<file path="src/rtl/tx_seq_ctrl.sv">
// tx_seq_ctrl: steps a 40-bit mux index at CLK_DIV clocks per bit with optional idle gaps between 10-bit characters
module tx_seq_ctrl #(
  parameter logic [15:0] CLK_DIV = 16'd5208,
  parameter logic [3:0]  GAP_BITS = 4'd0
) (
  input  logic       clk,
  input  logic       rst,
  input  logic       start,
  input  logic       abort,
  input  logic       repeat_en,
  input  logic       mpx_txd,
  output logic [5:0] sel,
  output logic       txd_out,
  output logic       busy,
  output logic       done,
  output logic       bit_tick
);
  typedef enum logic [1:0] {IDLE, SEND, GAP} state_t;
  state_t state, state_nx;
  logic [5:0] sel_nx;
  logic [15:0] cnt, cnt_nx;
  logic [3:0] gcnt, gcnt_nx;
  logic txd_nx, done_nx, bit_end, char_end, last_bit, gap_end;
  assign bit_end = cnt == CLK_DIV - 16'd1;
  assign char_end = sel == 6'd9 || sel == 6'd19 || sel == 6'd29;
  assign last_bit = sel == 6'd39;
  assign gap_end = bit_end && gcnt == GAP_BITS - 4'd1;
  always_ff @(posedge clk or posedge rst)
    if (rst) begin
      state <= IDLE;
      sel <= '0;
      cnt <= '0;
      gcnt <= '0;
      txd_out <= 1'b1;
      done <= 1'b0;
    end else begin
      state <= state_nx;
      sel <= sel_nx;
      cnt <= cnt_nx;
      gcnt <= gcnt_nx;
      txd_out <= txd_nx;
      done <= done_nx;
    end
  always_comb begin
    state_nx = state;
    sel_nx = sel;
    cnt_nx = bit_end ? 16'd0 : cnt + 16'd1;
    gcnt_nx = gcnt;
    done_nx = 1'b0;
    if (abort) begin
      state_nx = IDLE;
      sel_nx = '0;
      cnt_nx = '0;
      gcnt_nx = '0;
    end else begin
      case (state)
        IDLE: begin
          cnt_nx = '0;
          gcnt_nx = '0;
          sel_nx = '0;
          state_nx = start ? SEND : IDLE;
        end
        SEND: if (bit_end) begin
          if (last_bit && !repeat_en) begin
            state_nx = IDLE;
            sel_nx = '0;
            done_nx = 1'b1;
          end else if ((last_bit || char_end) && GAP_BITS != 4'd0) begin
            state_nx = GAP;
            gcnt_nx = '0;
          end else
            sel_nx = last_bit ? 6'd0 : sel + 6'd1;
        end
        GAP: if (bit_end) begin
          gcnt_nx = gcnt + 4'd1;
          if (gap_end) begin
            state_nx = SEND;
            sel_nx = last_bit ? 6'd0 : sel + 6'd1;
          end
        end
        default: state_nx = IDLE;
      endcase
    end
  end
  always_comb begin
    busy = state != IDLE;
    bit_tick = busy && bit_end;
    txd_nx = abort ? 1'b1 : (state == SEND ? mpx_txd : 1'b1);
  end
endmodule

</file>
<file path="config.mk">
export PLATFORM = sky130hd
export DESIGN_NAME = tx_seq_ctrl
export DESIGN_NICKNAME = d
export VERILOG_FILES = /design/src/rtl/tx_seq_ctrl.sv
export SDC_FILE = /design/constraint.sdc
export NUM_CORES = 1
export LEC_CHECK = 0
export CORE_ASPECT_RATIO = 0.5
export CORE_MARGIN = 2
export CORE_UTILIZATION = 45
export DETAILED_ROUTE_END_ITERATION = 8
export PLACE_DENSITY = 0.67
export SKIP_LAST_GASP = 1
export SLEW_MARGIN = 10
export SYNTH_ARGS = -nofsm -noshare
export SYNTH_HDL_FRONTEND = slang
export SYNTH_SLANG_ARGS = --single-unit
</file>
<file path="constraint.sdc">
create_clock -name clk -period 1.8 [get_ports clk]
set_input_delay 0.36 -clock clk [delete_from_list [all_inputs] [get_ports clk]]
set_output_delay 0.36 -clock clk [all_outputs]
set_load 0.02 [all_outputs]
</file>
run_1/power_grid.png
The bar under the picture is 20 µm long. Pins as bars on the die edge. Tap cells in grey.
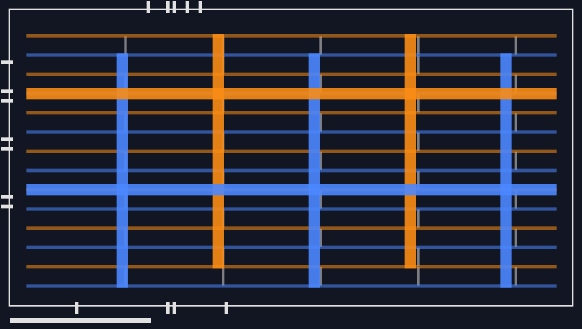
legend:
  blue:
    net: VSS
  orange:
    net: VDD
tap cells: 37
met4 straps: 5

run_1/placement_by_type.png
The bar under the picture is 20 µm long.
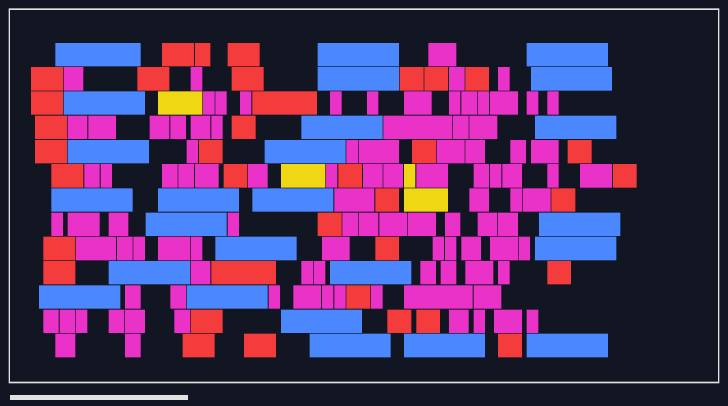
legend:
  blue:
    class: sequential cells
    cells: 25
  red:
    class: remaining buffers and delay cells
    cells: 36
  yellow:
    class: clock drivers and dummy loads
    cells: 4
  magenta:
    class: combinational and other logic
    cells: 102
core occupancy in the finished layout: 63.1%
Layout Cell Area excl Fill: 1670 µm²
area of the placeable core: 2650 µm²
count of standard-cell rows: 13

==> summary.txt, run 1 <==
Implementation results.

The run finished with clean final reports. The share of the yosys chip area belonging to registers is 48.9%. The detailed placer reported the number of placed instances as 200. The start point of the critical path is cnt[5]. The number of global-route vias before repair is 1,004. As reported, the later end of the worst-skew pair has a clock insertion delay of approximately 270 ps. Summed over all failing endpoints, the final setup total negative slack is 0 ps. The tally of OpenROAD warnings is 28. The slowest stage cell on the critical path is sky130_fd_sc_hd__dfrtp_1.

Clock tree synthesis inserted a total of 3 buffers. The peak clock frequency supported by timing is about 560 MHz. The final weighted congestion recorded by global placement is around 0.79. Per the CTS log, the maximum H-tree level is 1. The register-to-register path setup slack is 40 ps.

The first global-routing pass estimated ~4500 µm of wire. Per the final timing report, the hold violations number 0. Measured along the x axis, the die boundary spans ~79 µm. The run reported a max-capacitance violation count of 0. The final timing report lists a max-slew violation count of 0. STA classifies the critical path startpoint as a flip-flop. Entering global routing, the biggest net connects 26 pins. The filler cell count is around 240. Setup repair after global routing could not meet its margin everywhere. The maximum cell stage delay along the critical path is about 410 ps. The non-filler instance count after layout is 204. The repair_antennas step left the layout with diodes totalling 0. In this run, the synthesized area fraction spent on xor and xnor cells is recorded as 9.57%. The clock tree root driver cell is sky130_fd_sc_hd__clkbuf_8.

STA classifies the critical path endpoint as a primary output. Traced cell by cell, the critical path runs through nor4_4, nand4_2, nor2_1, buf_2. The final wirelength is 2460 µm.

The area growth from synthesis to layout is 30.6%. The maximum vdd ir drop is roughly 0.00043 V. In the global route stage, overall resource usage came out at 17.8%.

For the worst reg-to-reg path, the startpoint reported by OpenROAD is cnt[5]. The distinct cell type count of the synthesized netlist is 32. The final critical delay including setup and external delays is roughly 1800 ps. The clock net sink count is 25. The clock tree from TritonCTS is built. The gate count of the mapped netlist is around 130. Total power normalized to cell area comes to roughly 570 nW/µm².

Across the whole layout, storage elements account for roughly 630 µm². The number of antenna violations at the first check in global routing is 0. The global route stage reports its total congestion overflow as 0. By startpoint and endpoint, the worst setup path is classified as flip-flop to primary output. The top cell types in the final layout, fill and taps aside, are sky130_fd_sc_hd__dfrtp_1 (24), sky130_fd_sc_hd__nor2_1 (23), sky130_fd_sc_hd__buf_4 (19).
run_1/clk_routes.png
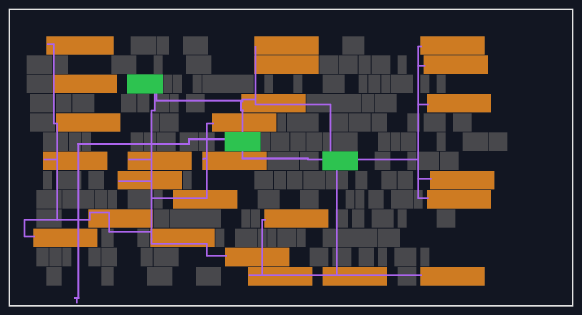
legend:
  green:
    item: clock drivers
    count: 3
  purple:
    item: clock wires
    length: 319 µm
  orange:
    item: flip-flops
    count: 25
routed clock nets: 4

## run 1: cell usage after synthesis
master | number | area, µm²
sky130_fd_sc_hd__dfrtp_1 | 24 | 601
sky130_fd_sc_hd__nor2_1 | 23 | 86.3
sky130_fd_sc_hd__xnor2_1 | 12 | 105
sky130_fd_sc_hd__nand2_1 | 8 | 30.0
sky130_fd_sc_hd__nand3_1 | 8 | 40.0
sky130_fd_sc_hd__nor4_1 | 7 | 43.8
sky130_fd_sc_hd__a21oi_1 | 5 | 25.0
sky130_fd_sc_hd__inv_1 | 5 | 18.8
sky130_fd_sc_hd__nand4_1 | 5 | 31.3
sky130_fd_sc_hd__nor3_1 | 4 | 20.0
sky130_fd_sc_hd__o21ai_0 | 4 | 20.0
sky130_fd_sc_hd__and3_1 | 2 | 12.5
sky130_fd_sc_hd__buf_6 | 2 | 22.5
sky130_fd_sc_hd__ha_1 | 2 | 25.0
sky130_fd_sc_hd__or2_2 | 2 | 12.5
sky130_fd_sc_hd__or3_1 | 2 | 12.5
sky130_fd_sc_hd__xor2_1 | 2 | 17.5
sky130_fd_sc_hd__and4b_1 | 1 | 10.0
sky130_fd_sc_hd__buf_2 | 1 | 5.00
sky130_fd_sc_hd__clkbuf_1 | 1 | 3.75
sky130_fd_sc_hd__clkbuf_2 | 1 | 5.00
sky130_fd_sc_hd__dfstp_2 | 1 | 26.3
sky130_fd_sc_hd__mux2i_1 | 1 | 10.0
sky130_fd_sc_hd__nand2b_1 | 1 | 6.26
sky130_fd_sc_hd__nand4_2 | 1 | 12.5
sky130_fd_sc_hd__nor4_2 | 1 | 12.5
sky130_fd_sc_hd__nor4_4 | 1 | 21.3
sky130_fd_sc_hd__nor4b_1 | 1 | 8.76
sky130_fd_sc_hd__nor4bb_1 | 1 | 10.0
sky130_fd_sc_hd__or3b_1 | 1 | 8.76
sky130_fd_sc_hd__or4_1 | 1 | 7.51
sky130_fd_sc_hd__or4b_1 | 1 | 10.0
## run 1: critical path, delay by kind of cell, from the launching register on
kind / cells / cell delay, ps
flip-flops: 1 / 410
buffers and inverters: 1 / 170
AND/OR/NAND/NOR: 3 / 580
## run 1: cell type report
type,instances,area share [%]
Tap cell,37,2.77
Clock buffer,4,2.69
Timing Repair Buffer,36,19.6
Inverter,5,1.12
Sequential cell,25,37.5
Multi-Input combinational cell,97,36.4
## run 1: where the power goes
group / internal (µW) / leakage [µW] / switching, µW
registers: 566 / 0.000344 / 2.60
logic: 29.3 / 0.000344 / 30.7
clock network: 158 / 0.0000228 / 172
total: 753 / 0.000711 / 205
## run 1: registers in the layout, indices dropped and copies added (netlist names)
signal   flops
state        1
cnt         16
sel          6
done         1
txd_out      1
## run 1: per-layer routing
metal  vias to the layer above  share of wire (%)  global-route usage, %
met3                         2                3.1                   5.22
li1                        531                  -                      -
met5                         -                  0                      0
met1                       479                 52                   24.9
met2                        21                 44                   27.1
met4                         0               0.85                   5.17
## run 1: timing repair
action,4_1_cts,5_1_grt
pin swaps,1,1
setup endpoints to repair,1,2
hold endpoints to repair,0,0
gates resized,4,1
setup buffers,0,0
hold buffers,0,0
run_1/wires.png
The bar under the picture is 20 µm long. Two of the layers only.
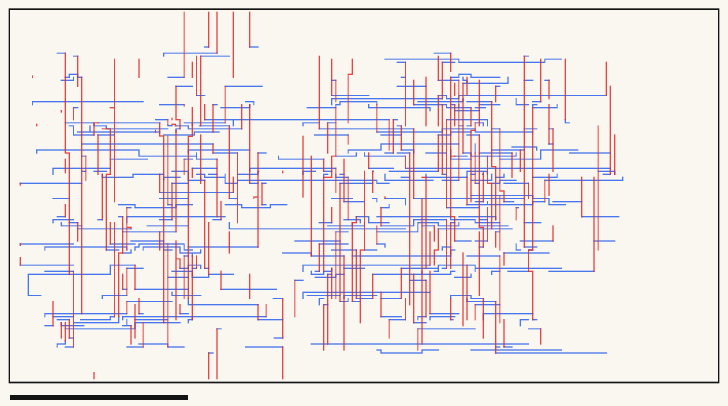

==> run 2, diff against run 1 <==
--- a/config.mk
+++ b/config.mk
@@ -9,7 +9,7 @@
 export CORE_MARGIN = 2
 export CORE_UTILIZATION = 45
 export DETAILED_ROUTE_END_ITERATION = 8
-export PLACE_DENSITY = 0.67
+export DONT_BUFFER_PORTS = 1
 export SKIP_LAST_GASP = 1
 export SLEW_MARGIN = 10
 export SYNTH_ARGS = -nofsm -noshare
run_2/wires.png
The bar under the picture is 20 µm long. Two of the layers only.
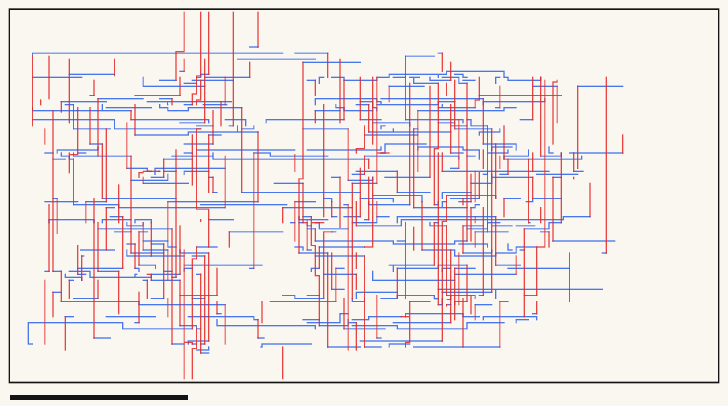
legend:
  red:
    layer: metal 2
    wire_length: 1,160 µm
  blue:
    layer: metal 1
    wire_length: 1,300 µm

run_2/power_grid.png
The bar under the picture is 20 µm long. Pins as bars on the die edge. Tap cells in grey.
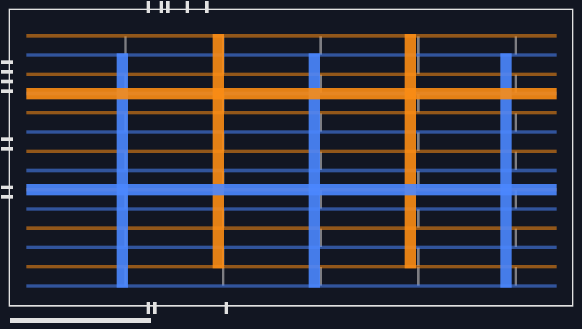
legend:
  orange:
    net: VDD
  blue:
    net: VSS
met4 straps: 5
met5 straps: 2

==> summary.txt, run 2 <==
Implementation results.

The main area contributors are sky130_fd_sc_hd__dfrtp_1 (47%), sky130_fd_sc_hd__xnor2_1 (8.2%), sky130_fd_sc_hd__nor2_1 (6.7%), sky130_fd_sc_hd__nor4_1 (3.4%), sky130_fd_sc_hd__nand3_1 (3.1%). Setup repair after global routing could not meet its margin everywhere. The maximum cell stage delay along the critical path is 430 ps (+20 ps). The final wirelength is 2610 µm (+6.1%). The TritonCTS buffer count is 3 (unchanged). The share of the synthesized area in the top cell type is 46.9% (unchanged). The share of the yosys chip area belonging to registers is 48.9% (unchanged). The switching power as a share of total power came to 22.1% (+0.72 points). The worst setup path is of the flip-flop to primary output kind. The final reports fail on negative setup slack.

The clock net sink count is 25 (unchanged). The clock insertion delay at the later pin of the skew report was 270 ps (about the same). The largest registers in the layout are cnt: 16 flops, sel: 6 flops. The ratio of total power to cell area is 608 nW/µm² (+6.2%). The flow ran to the end, but the final reports show violations. Setup slack on the critical path of the routed design comes to -6.31 ps. The power share of the clock group is 35.4% (+1.0 points). The largest register by flop count is cnt. The width of the die came to 79.5 µm (unchanged).

The non-filler instance count after layout came to 193 (-5.4%). The overflow left after global routing is 0 (unchanged). The maximum vdd ir drop is 0.000390 V (-9.9%). The post-placement cell count is 183 (-8.5%). The internal cell power was 732 µW (-2.8%). From the final report, the count of setup violators was given as 1. Broken down by cell family, the worst path's largest delay share belongs to simple AND/OR/NAND/NOR gates. The number of enable flip-flop cells is 0 (unchanged).

The core outline area is 2650 µm² (unchanged). The flip-flop count of the largest register after layout is 16 (unchanged). The leading register cell type out of synthesis is sky130_fd_sc_hd__dfrtp_1. Leaving out fill and tap cells, the most frequent cells in the layout are sky130_fd_sc_hd__dfrtp_1 (24), sky130_fd_sc_hd__nor2_1 (23), sky130_fd_sc_hd__buf_4 (23). The tally of OpenROAD warnings is 27 (-3.6%). The slowest stage cell on the critical path is sky130_fd_sc_hd__dfrtp_1. The register-to-register path setup slack is 0 ps (-40 ps). The proportion of power drawn by flip-flops and latches is 60.9% (+1.6 points).

TritonCTS built the clock tree. The leading cell type by number of instances after synthesis is sky130_fd_sc_hd__dfrtp_1. The net switching power figure came to 208 µW (+1.3%).
run_2/placement_by_type.png
The bar under the picture is 20 µm long.
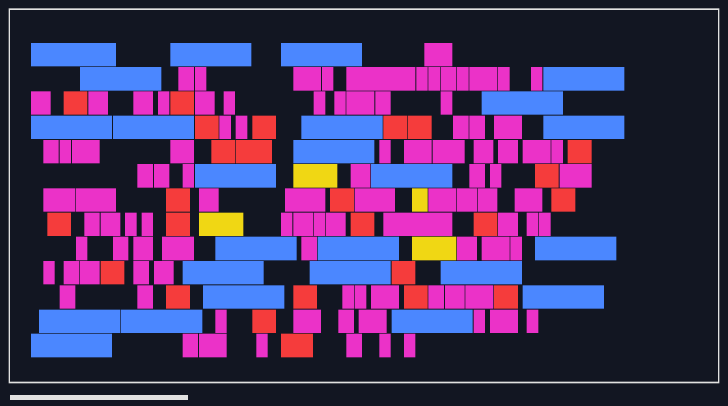
proportion of cell area occupied by registers: 40.6%
core occupancy in the finished layout: 58.2%

-- run 2: netlist changes by cell type in the layout (fill, tap and decap cells not counted), sizes merged --
cell / change
clkinv: +1
clkbuf: -1
dlygate4sd3: +1
buf: +2
clkdlybuf4s50: -14
-- run 2: cell families after synthesis --
kind of cell,after synthesis
adders and majority gates,2
buffers and inverters,10
and+or+nand+nor,71
AOI/OAI and AO/OA,9
DFF,25
muxes,1
xor gates and xnor gates,14
-- run 2: power groups by stage --
stage / sequential [µW] / clock (µW) / combinational, µW
final: 572 / 332 / 34.9
after global routing: 573 / 370 / 40.6
after CTS: 572 / 343 / 36.1
after detailed placement: 583 / 0 / 34.3
after global placement: 583 / 0 / 33.9
after floorplan: 583 / 0 / 21.1
-- run 2: worst reg2reg max path, cell delays in order (launching register included) --
cell and delay, ps:
sky130_fd_sc_hd__dfrtp_1 430, sky130_fd_sc_hd__nor4_4 310, sky130_fd_sc_hd__nand4_2 170, sky130_fd_sc_hd__buf_6 170, sky130_fd_sc_hd__or4b_1 500, sky130_fd_sc_hd__a21oi_2 160
-- run 2: metal layers --
metal	global-route usage [%]	part of all wire, %	up-vias
met5	0	0	-
met4	2.07	0.27	0
met3	5.65	5.2	2
met2	25.5	45	18
met1	24.9	50	485
li1	-	-	510
-- run 2: final timing paths --
path                       depth (start not counted)      start       end
max                                                4    cnt[15]  bit_tick
min                                                1  repeat_en      done
max reg2reg                                        5    cnt[15]    sel[3]
min reg2reg                                        1     cnt[0]    cnt[0]
max in group asynchronous                          3        rst   txd_out
min in group asynchronous                          2        rst    sel[4]
-- run 2: repair_timing --
action	CTS	global route
gates resized	0	3
gates cloned	0	0
hold endpoints to repair	3	0
buffers inserted	1	4
endpoints found under the setup margin	1	2
pin swaps	2	2
hold buffers	1	0
-- run 2: through the flow --
step           area, µm²  setup TNS [ps]
5_1_grt             1540            -283
2_1_floorplan       1280               0
4_1_cts             1500               0
3_3_place_gp        1430               0
6_report            1540           -6.31
3_5_place_dp        1430               0
-- run 2: area by class of cell --
| type | instances | area, µm² |
|---|---|---|
| clock inverter | 1 | 5.00 |
| multi-input combinational | 97 | 612 |
| inverter | 5 | 18.8 |
| timing repair buffer | 25 | 194 |
| fill | 243 | 1110 |
| clock buffer | 3 | 41.3 |
| sequential | 25 | 627 |
| tap | 37 | 46.3 |
==> run 3, diff against run 2 <==
--- a/config.mk
+++ b/config.mk
@@ -8,6 +8,8 @@
 export CORE_ASPECT_RATIO = 0.5
 export CORE_MARGIN = 2
 export CORE_UTILIZATION = 45
+export CTS_BUF_LIST = sky130_fd_sc_hd__clkbuf_4 sky130_fd_sc_hd__clkbuf_8
+export CTS_CLUSTER_DIAMETER = 100
 export DETAILED_ROUTE_END_ITERATION = 8
 export DONT_BUFFER_PORTS = 1
 export SKIP_LAST_GASP = 1
run_3/placement_by_type.png
The bar under the picture is 20 µm long.
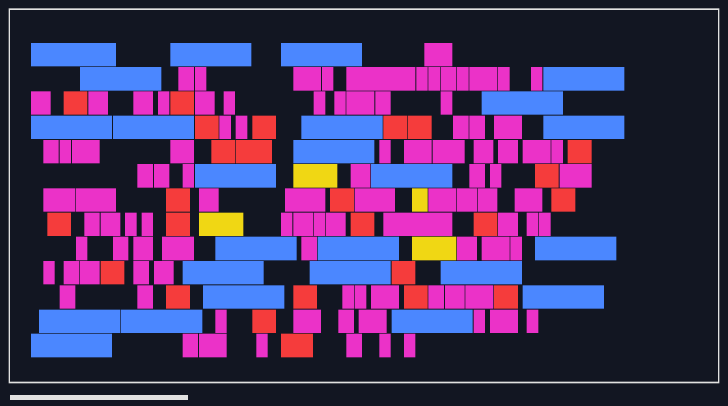
Layout Cell Area excl Fill: 1540 µm²

run_3/wires.png
The bar under the picture is 20 µm long. Two of the layers only.
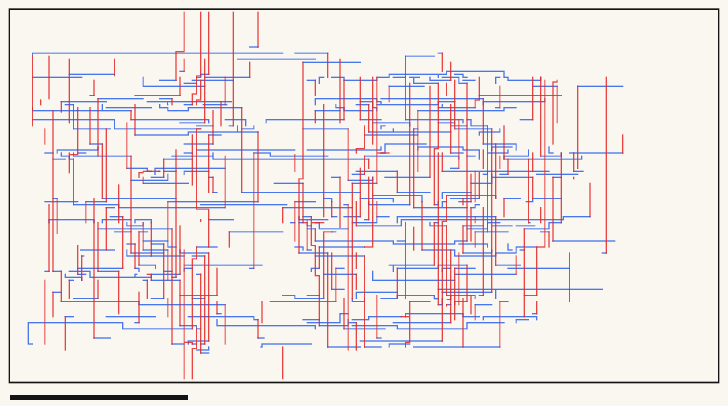
legend:
  blue:
    layer: metal 1
    wire_length: 1,300 µm
  red:
    layer: metal 2
    wire_length: 1,160 µm
overall global routing resource usage: 17.1%
total wirelength of the detailed-routed design: 2610 µm
Vias: 1,015

run_3/clk_routes.png
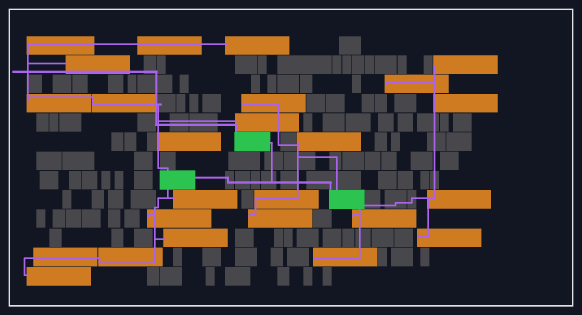
legend:
  orange:
    item: flip-flops
    count: 25
  green:
    item: clock drivers
    count: 3
  purple:
    item: clock wires
    length: 309 µm
flops lie: all over the die
setup skew after layout: 2.92 ps
Clk power: 332 µW
portion of total power attributed to the clock network: 35.4%
insertion delay to the later sink of the worst-skew pair: 270 ps

==> summary.txt, run 3 <==
Implementation results.

In the setup report, the worst path falls into the class flip-flop to primary output. The ratio of total power to cell area came to 608 nW/µm² (unchanged). The share of the yosys chip area belonging to registers was 48.9% (unchanged).

The checks that failed: negative setup slack. The registers reported with the highest flop counts are cnt: 16 flops, sel: 6 flops. The distinct cell type count of the synthesized netlist is 32.

The least setup slack across all paths after layout is -6.31 ps (unchanged). The maximum cell stage delay along the critical path is 430 ps (about the same). The run finished, with violations left. The final core utilization is 58.2% (unchanged). The width of the die was 79.5 µm (unchanged). In the post-synthesis netlist, the biggest area contributors are sky130_fd_sc_hd__dfrtp_1 (47%), sky130_fd_sc_hd__xnor2_1 (8.2%), sky130_fd_sc_hd__nor2_1 (6.7%), sky130_fd_sc_hd__nor4_1 (3.4%), sky130_fd_sc_hd__nand3_1 (3.1%). Setup repair after global routing could not meet its margin everywhere. The TritonCTS buffer count is 3 (unchanged). The leading cell type by number of instances after synthesis is sky130_fd_sc_hd__dfrtp_1. The tally of OpenROAD warnings was 27 (unchanged). Per STA, the worst path accumulates the most delay in the family simple AND/OR/NAND/NOR gates. For this run, the script counts the antenna cells in the layout as 0. In the layout the commonest cells are sky130_fd_sc_hd__dfrtp_1 (24), sky130_fd_sc_hd__nor2_1 (23), sky130_fd_sc_hd__buf_4 (23).

The maximum vdd ir drop is 0.000390 V (unchanged). The fraction of registers with async set or reset after synthesis is 100%. Entering global routing, the biggest net connects 15 pins.

The core outline area is 2650 µm² (unchanged). The leading register cell type out of synthesis is sky130_fd_sc_hd__dfrtp_1. The clock net sink count is 25 (unchanged). TritonCTS built the clock tree.

The clock-pin slew on the worst setup and hold paths is roughly 90 ps. Once detailed placement completed, the half-perimeter wirelength came to approximately 1900 µm. The final count of negative-setup-slack endpoints is 1 (unchanged).

The flip-flop count of the largest register after layout is 16 (unchanged). The largest register by flop count is cnt. CTS built an H-tree with a depth of 1. The slowest stage cell on the critical path is sky130_fd_sc_hd__dfrtp_1. The number of enable flip-flop cells came to 0 (unchanged).

The overflow left after global routing was 0 (unchanged).
run 3: area by class of cell:
class / count / area (µm²) / area share (%)
Clock buffer: 3 / 41.3 / 2.67
Clock inverter: 1 / 5.00 / 0.324
Inverter: 5 / 18.8 / 1.22
Multi-Input combinational cell: 97 / 612 / 39.6
Sequential cell: 25 / 627 / 40.6
Tap cell: 37 / 46.3 / 3.00
Timing Repair Buffer: 25 / 194 / 12.6
run 3: report_power, final:
group | internal, µW | leakage, µW | switching [µW] | total, µW
clock network | 155 | 0.0000255 | 178 | 332
registers | 566 | 0.000344 | 6.32 | 572
logic | 11.2 | 0.000265 | 23.6 | 34.9
run 3: per-stage QoR:
stage | hold slack (ps) | setup TNS [ps] | power [µW] | area, µm² | cells
after floorplan | 387 | 0 | 604 | 1280 | 132
final | 144 | -6.31 | 939 | 1540 | 193
after CTS | 142 | 0 | 951 | 1500 | 189
after global placement | 144 | 0 | 617 | 1430 | 183
after detailed placement | 149 | 0 | 617 | 1430 | 183
after global routing | 129 | -283 | 983 | 1540 | 193
run 3: path summary, 6_finish.rpt:
kind | from | to | slack, ps | depth (start not counted)
setup / recovery | cnt[15] | bit_tick | -6 | 4
hold reg to reg | cnt[0] | cnt[0] | 490 | 1
setup reg to reg | cnt[15] | sel[3] | 0 | 5
hold / removal | repeat_en | done | 140 | 1
max in group asynchronous | rst | txd_out | 910 | 3
min in group asynchronous | rst | sel[4] | 410 | 2
run 3: layer usage:
metal	share of wire, %	vias to the layer above	wire length, µm	global-route usage, %
li1	-	510	-	-
met1	50	485	1300	24.9
met2	45	18	1160	25.5
met3	5.2	2	136	5.65
met4	0.27	0	7	2.07
met5	0	-	0	0
run 3: what timing repair did:
item                       4_1_cts  5_1_grt
gates cloned                     0        0
pin swaps                        2        2
buffers inserted                 1        4
hold buffers                     1        0
setup endpoints to repair        1        2
gates resized                    0        3
hold endpoints to repair         3        0
run 3: logic make-up (layout without fill, tap and decap cells):
kind of cell             Yosys count  in the layout  synth area share, %
AND/OR/NAND/NOR                   71             71                 31.0
flip-flops                        25             25                 48.9
XOR/XNOR                          14             14                 9.57
buffers and inverters             10             34                 4.30
AND-OR/OR-AND                      9              9                 3.52
adder cells (fa/ha/maj)            2              2                 1.95
multiplexers                       1              1                0.781
Power figures rest on the tool's default switching activity, not on a simulated workload.
